### Cells by drive strength, run 1

Scale: 3 px per um.
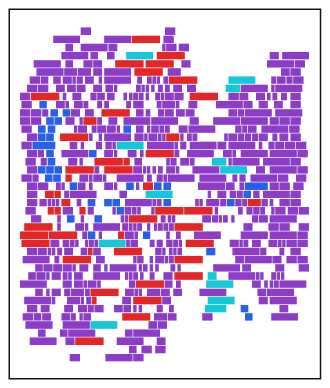
### Selected gate families, run 1

Scale: 3 px per um.
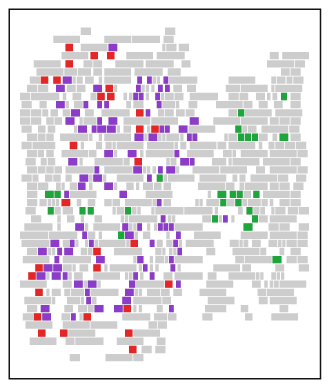
### The metal 3 layer, run 1

Scale: 4 px per um.
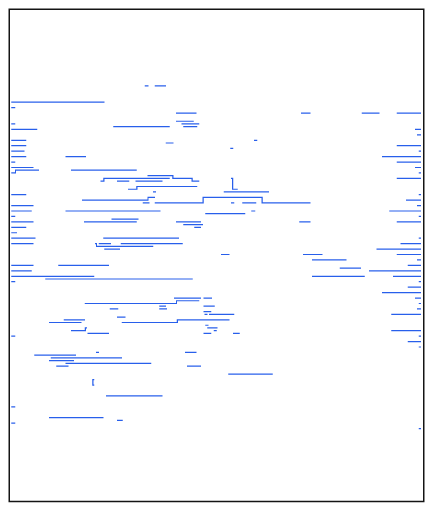
==> config.mk <==
export PLATFORM = sky130hd
export DESIGN_NAME = lfsr_bank_lookahead
export DESIGN_NICKNAME = d
export VERILOG_FILES = /design/src/rtl/lfsr_bank_lookahead.sv
export SDC_FILE = /design/constraint.sdc
export NUM_CORES = 1
export LEC_CHECK = 0
export CORE_ASPECT_RATIO = 1.2
export CORE_MARGIN = 3
export CORE_UTILIZATION = 47
export DETAILED_ROUTE_END_ITERATION = 16
export PLACE_DENSITY = 0.8
export SLEW_MARGIN = 30
export SYNTH_ARGS = -nofsm -noshare
export SYNTH_HDL_FRONTEND = slang
export SYNTH_SLANG_ARGS = --single-unit
==> constraint.sdc <==
create_clock -name clk -period 2.36 [get_ports clk]
set_input_delay 0.472 -clock clk [delete_from_list [all_inputs] [get_ports clk]]
set_output_delay 0.472 -clock clk [all_outputs]
set_load 0.01 [all_outputs]
==> CHANGELOG.md, run 1 <==
### Metrics

* Count leader, synth: nor2_1
* Dominant register cell: dfrtp_1
* Cell type with the largest total area: dfrtp_1
* Post-synth area hogs: dfrtp_1 (31%), dfstp_2 (16%), xnor2_1 (7.7%), o2bb2ai_1 (6.1%), nor2_1 (4.9%)
* Hold_buf cts at 0
* Kind of critical path: reg -> reg
* CP arrival at 2.35 ns
* Reg2Reg Depth at 7
* Worst Tran Pin Value at 0.798 ns
* Tmin final at 2.08 ns
* IO Count at 73
* Crit end category: flip-flop
* Mean area per synthesized cell at 9.82 sq um
* Total clock sinks at 99
* Yosys stat cell total at 543
* Top-area cell share at 31.4%
* DP Cell Count at 741
* Max FFs per register at 48
* Outcome: complete, no violations
* Post-route ant nets at 0
* Clock tree buffer depth at 2
* DRT iter0 DRCs at 305
* Critical-path maximum fanout at 16
* RSZ-0062 raised after global routing: false
* Core area at 10800 sq um
* CTS buffer count at 9
* R2R setup slack at 0.28 ns
* Largest net degree at the start of global routing at 66
* GRT Resource Usage Total at 22.6%
* Tool warning count at 26
* Post-CTS Resized at 0
* Hold Violations, Final at 0
* Slew Viols, Final at 0
* Initial antenna violation count at 0
* # setup viols final at 0
* Detailed placement HPWL at 9.92 mm
* Synthesis area per yosys at 5330 sq um
* Type of origin of the critical path: flip-flop
* Seq/Total Area, Yosys at 47.2%
* Total grt overflow at 0
* DRC errors left at 0
* Peak VDD IR at 0.000559 V
* GPL Wtd Cong at 0.918
Back to the opening pictures, 'Cells by drive strength':
| color | size | cells | share | most used |
|---|---|---|---|---|
| cyan | _6 and larger | 13 | 2.1% | clkbuf_16 |
| purple | _0 and _1 cells | 530 | 84% | clkdlybuf4s50_1 |
| red | _2 cells | 47 | 7.5% | dfstp_2 |
| blue | _3 and _4 cells | 38 | 6.1% | buf_4 |
Layout area overhead: 22.7%
Non-clk bufs: 106

Back to the opening pictures, 'Selected gate families':
| color | family | cells |
|---|---|---|
| purple | inverting AOI/OAI gates | 100 |
| green | AND and OR gates | 26 |
| red | AND-OR and OR-AND gates | 29 |
Comb/total area: 39.5%
tally of non-filler cells in the final layout: 757
Commonest Layout Cell: clkdlybuf4s50_1

Back to the opening pictures, 'The metal 3 layer':
nets with wire on the layer: 116
share of all routed wire: 6.4%
M3 GR Usage: 3.75%
Vias: 4467

## run 1: stage by stage
stage | area (sq um) | worst slack (ns) | hold slack, ns
after floorplan | 5330 | 0.531 | 0.176
after global placement | 6250 | 0.125 | 0.422
after detailed placement | 6250 | 0.0456 | 0.459
after CTS | 6540 | 0.322 | 0.141
after global routing | 6540 | 0.136 | 0.160
final | 6540 | 0.279 | 0.122
## run 1: routing by layer
layer | track usage (%) | wire, um | vias up
li1 | - | - | 2060
met1 | 28.0 | 5560 | 2166
met2 | 38.1 | 6810 | 204
met3 | 3.75 | 876 | 37
met4 | 10.1 | 416 | 0
met5 | 0 | 0 | -
## run 1: layout make-up
cell class,count,area (sq um)
multi-input combinational,405,2580
clock inverter,5,35.0
inverter,2,7.51
fill,894,4230
clock buffer,11,253
timing repair buffer,106,986
sequential,99,2520
tap,129,161
## run 1: logic make-up (layout without fill, tap and decap cells)
family	count (synthesis)	after routing	share of synthesized area (%)
xor gates and xnor gates	67	67	11.0
muxes	1	1	0.188
AOI/OAI and AO/OA	129	129	16.6
and+or+nand+nor	199	199	18.5
DFF	99	99	47.2
buffers and inverters	39	124	4.34
adders and majority gates	9	9	2.11
## run 1: layout by cell type, fill, tap and decap left out, drive strengths merged, types with 4 or more instances in the layout
cell type      synthesis  routed
a2bb2oi                5       5
clkbuf                 7      11
clkdlybuf4s50          0      71
nor4                   7       7
o2bb2ai               37      37
nor3                   4       4
a21o                   4       4
xor2                  20      20
and2                   8       8
o21ai                 21      21
dfstp                 32      32
nor2                  72      72
ha                     9       9
or2                    5       5
o21a                  24      24
and3                   6       6
dfrtp                 67      67
a21oi                 32      32
xnor2                 47      47
nand3                 14      14
buf                   30      35
nand2                 52      52
and4                   4       4
nand4                 22      22
## run 1: worst max-delay path, stage by stage (launching register included)
cell	delay, ns
dfstp_2	0.59
ha_1	0.17
nand4_1	0.09
nor4_1	0.47
or2_2	0.21
buf_4	0.21
a21oi_1	0.06
o2bb2ai_1	0.18
## run 1: report_power, final
group          internal (uW)  switching (uW)
registers               2240             482
clock network            774             634
logic                    919             777
total                   3940            1890
--- run 2 (diff from run 1) ---
--- a/config.mk
+++ b/config.mk
@@ -8,6 +8,7 @@
 export CORE_ASPECT_RATIO = 1.2
 export CORE_MARGIN = 3
 export CORE_UTILIZATION = 47
+export CTS_BUF_LIST = sky130_fd_sc_hd__clkbuf_4 sky130_fd_sc_hd__clkbuf_8 sky130_fd_sc_hd__clkbuf_16
 export DETAILED_ROUTE_END_ITERATION = 16
 export PLACE_DENSITY = 0.8
 export SLEW_MARGIN = 30
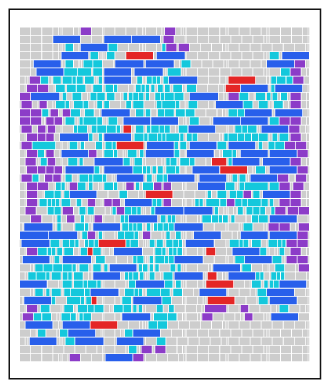
*Cells colored by class, run 2*
Scale: 3 px per um. Fill, decap, tap and diode cells in gray.
| color | class | cells | share of their area |
|---|---|---|---|
| blue | flops | 99 | 39% |
| red | clock drivers and dummy loads | 16 | 4.5% |
| purple | other buffers and delay cells | 106 | 15% |
| cyan | combinational and other logic | 407 | 41% |
flop share of the area: 38.5%
post-route core utilization: 60.7%
row cnt: 41
core area: 10800 sq um
Final Cell Area: 6540 sq um

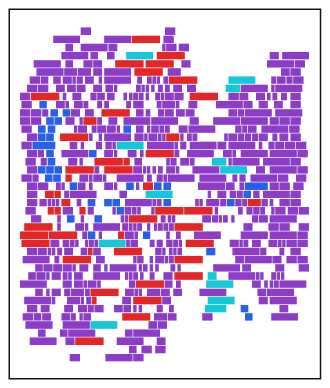
*Cells by drive strength, run 2*
Scale: 3 px per um.
| color | size | cells | share | most used |
|---|---|---|---|---|
| red | _2 cells | 47 | 7.5% | dfstp_2 |
| purple | _0 and _1 cells | 530 | 84% | clkdlybuf4s50_1 |
| blue | _3 and _4 cells | 38 | 6.1% | buf_4 |
| cyan | _6 and larger | 13 | 2.1% | clkbuf_16 |
post-route setup slack: 0.279 ns

==> run 2 against run 1 <==
  * Wire length is the same
  * Sequential power is essentially flat
  * Critical path depth is the same
  * Hold slack is the same
  * Clock power is essentially flat
  * Synthesized area is the same
  * Synthesized cell count is the same
  * Non-clock buffer count is the same
  * Cell area is the same
  * Fmax is the same
  * Power is the same
  * Critical path type unchanged
  * Largest cell class unchanged
==> CHANGELOG.md, run 2 <==
### Metrics

* GRT Resource Usage Total at 22.6%
* Pre-CTS setup slack at 0.0456 ns
* Top-area cell share at 31.4%
* Sequential power share at 46.8%
* Cell type with the largest total area: dfrtp_1
* Hold_buf cts at 0
* Slew Viols, Final at 0
* Slowest stage delay, CP at 0.59 ns
* Combinational power share at 29.1%
* Hold Violations, Final at 0
* Largest net degree at the start of global routing at 66
* Storage element area at 2520 sq um
* Psw at 1890 uW
* # setup viols final at 0
* Outcome: complete, no violations
* Reg2Reg Depth at 7
* Tmin final at 2.08 ns
* # fillers at 894
* Most common logic cells in the final layout: clkdlybuf4s50_1 (71), nor2_1 (69), dfrtp_1 (67)
* Clock tree buffer depth at 2
* Post-CTS Resized at 0
* Dominant register cell: dfrtp_1
* CP arrival at 2.35 ns
* Peak VDD IR at 0.000559 V
* Kind of critical path: reg -> reg
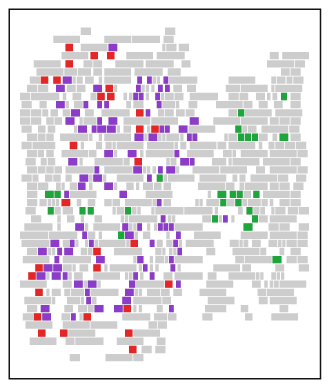
*Selected gate families, run 2*
Scale: 3 px per um.
| color | family | cells |
|---|---|---|
| green | AND and OR gates | 26 |
| purple | inverting AOI/OAI gates | 100 |
| red | AND-OR and OR-AND gates | 29 |

==> run 2: cell counts in the layout (fill, tap and decap cells not counted) <==
Identical to the previous run, type by type.
==> run 2: logic make-up (layout without fill, tap and decap cells) <==
kind of cell	after synthesis	in the layout	share of synthesized area, %
flip-flops	99	99	47.2
buffers and inverters	39	124	4.34
adder cells (fa/ha/maj)	9	9	2.11
AND-OR/OR-AND	129	129	16.6
AND/OR/NAND/NOR	199	199	18.5
multiplexers	1	1	0.188
XOR/XNOR	67	67	11.0
==> run 2: power groups by stage <==
stage	logic (uW)	registers (uW)	clock network (uW)
floorplan	1200	2610	0
CTS	1710	2710	1440
global route	1860	2780	1500
global placement	1630	2710	0
detailed placement	1700	2730	0
finish	1700	2730	1410
==> run 2: metrics by stage <==
stage                     hold slack, ns  total power (uW)  cell area [sq um]  util, %
final                              0.122              5830               6540     60.7
after global routing               0.160              6140               6540     60.7
after CTS                          0.141              5860               6540     60.7
after detailed placement           0.459              4430               6250     58.1
after global placement             0.422              4350               6250     58.1
after floorplan                    0.176              3810               5330        -
==> run 2: layout make-up <==
| type | count | share of cell area (%) |
|---|---|---|
| Clock buffer | 11 | 3.86 |
| Clock inverter | 5 | 0.535 |
| Inverter | 2 | 0.115 |
| Multi-Input combinational cell | 405 | 39.5 |
| Sequential cell | 99 | 38.5 |
| Tap cell | 129 | 2.47 |
| Timing Repair Buffer | 106 | 15.1 |
==> run 2: worst register-to-register path: cells and delay by family, from the launching register on <==
kind            cells  cell delay, ns
flops               1            0.59
simple gates        3            0.77
buf+inv             1            0.21
fa+ha+maj           1            0.17
compound gates      2            0.25
==> run 2: routing by layer <==
| layer | track usage [%] | vias to the layer above | wire [um] |
|---|---|---|---|
| met4 | 10.1 | 0 | 416 |
| met5 | 0 | - | 0 |
| met3 | 3.75 | 37 | 876 |
| met1 | 28.0 | 2166 | 5560 |
| li1 | - | 2060 | - |
| met2 | 38.1 | 204 | 6810 |
Power and IR drop assume default switching activity.
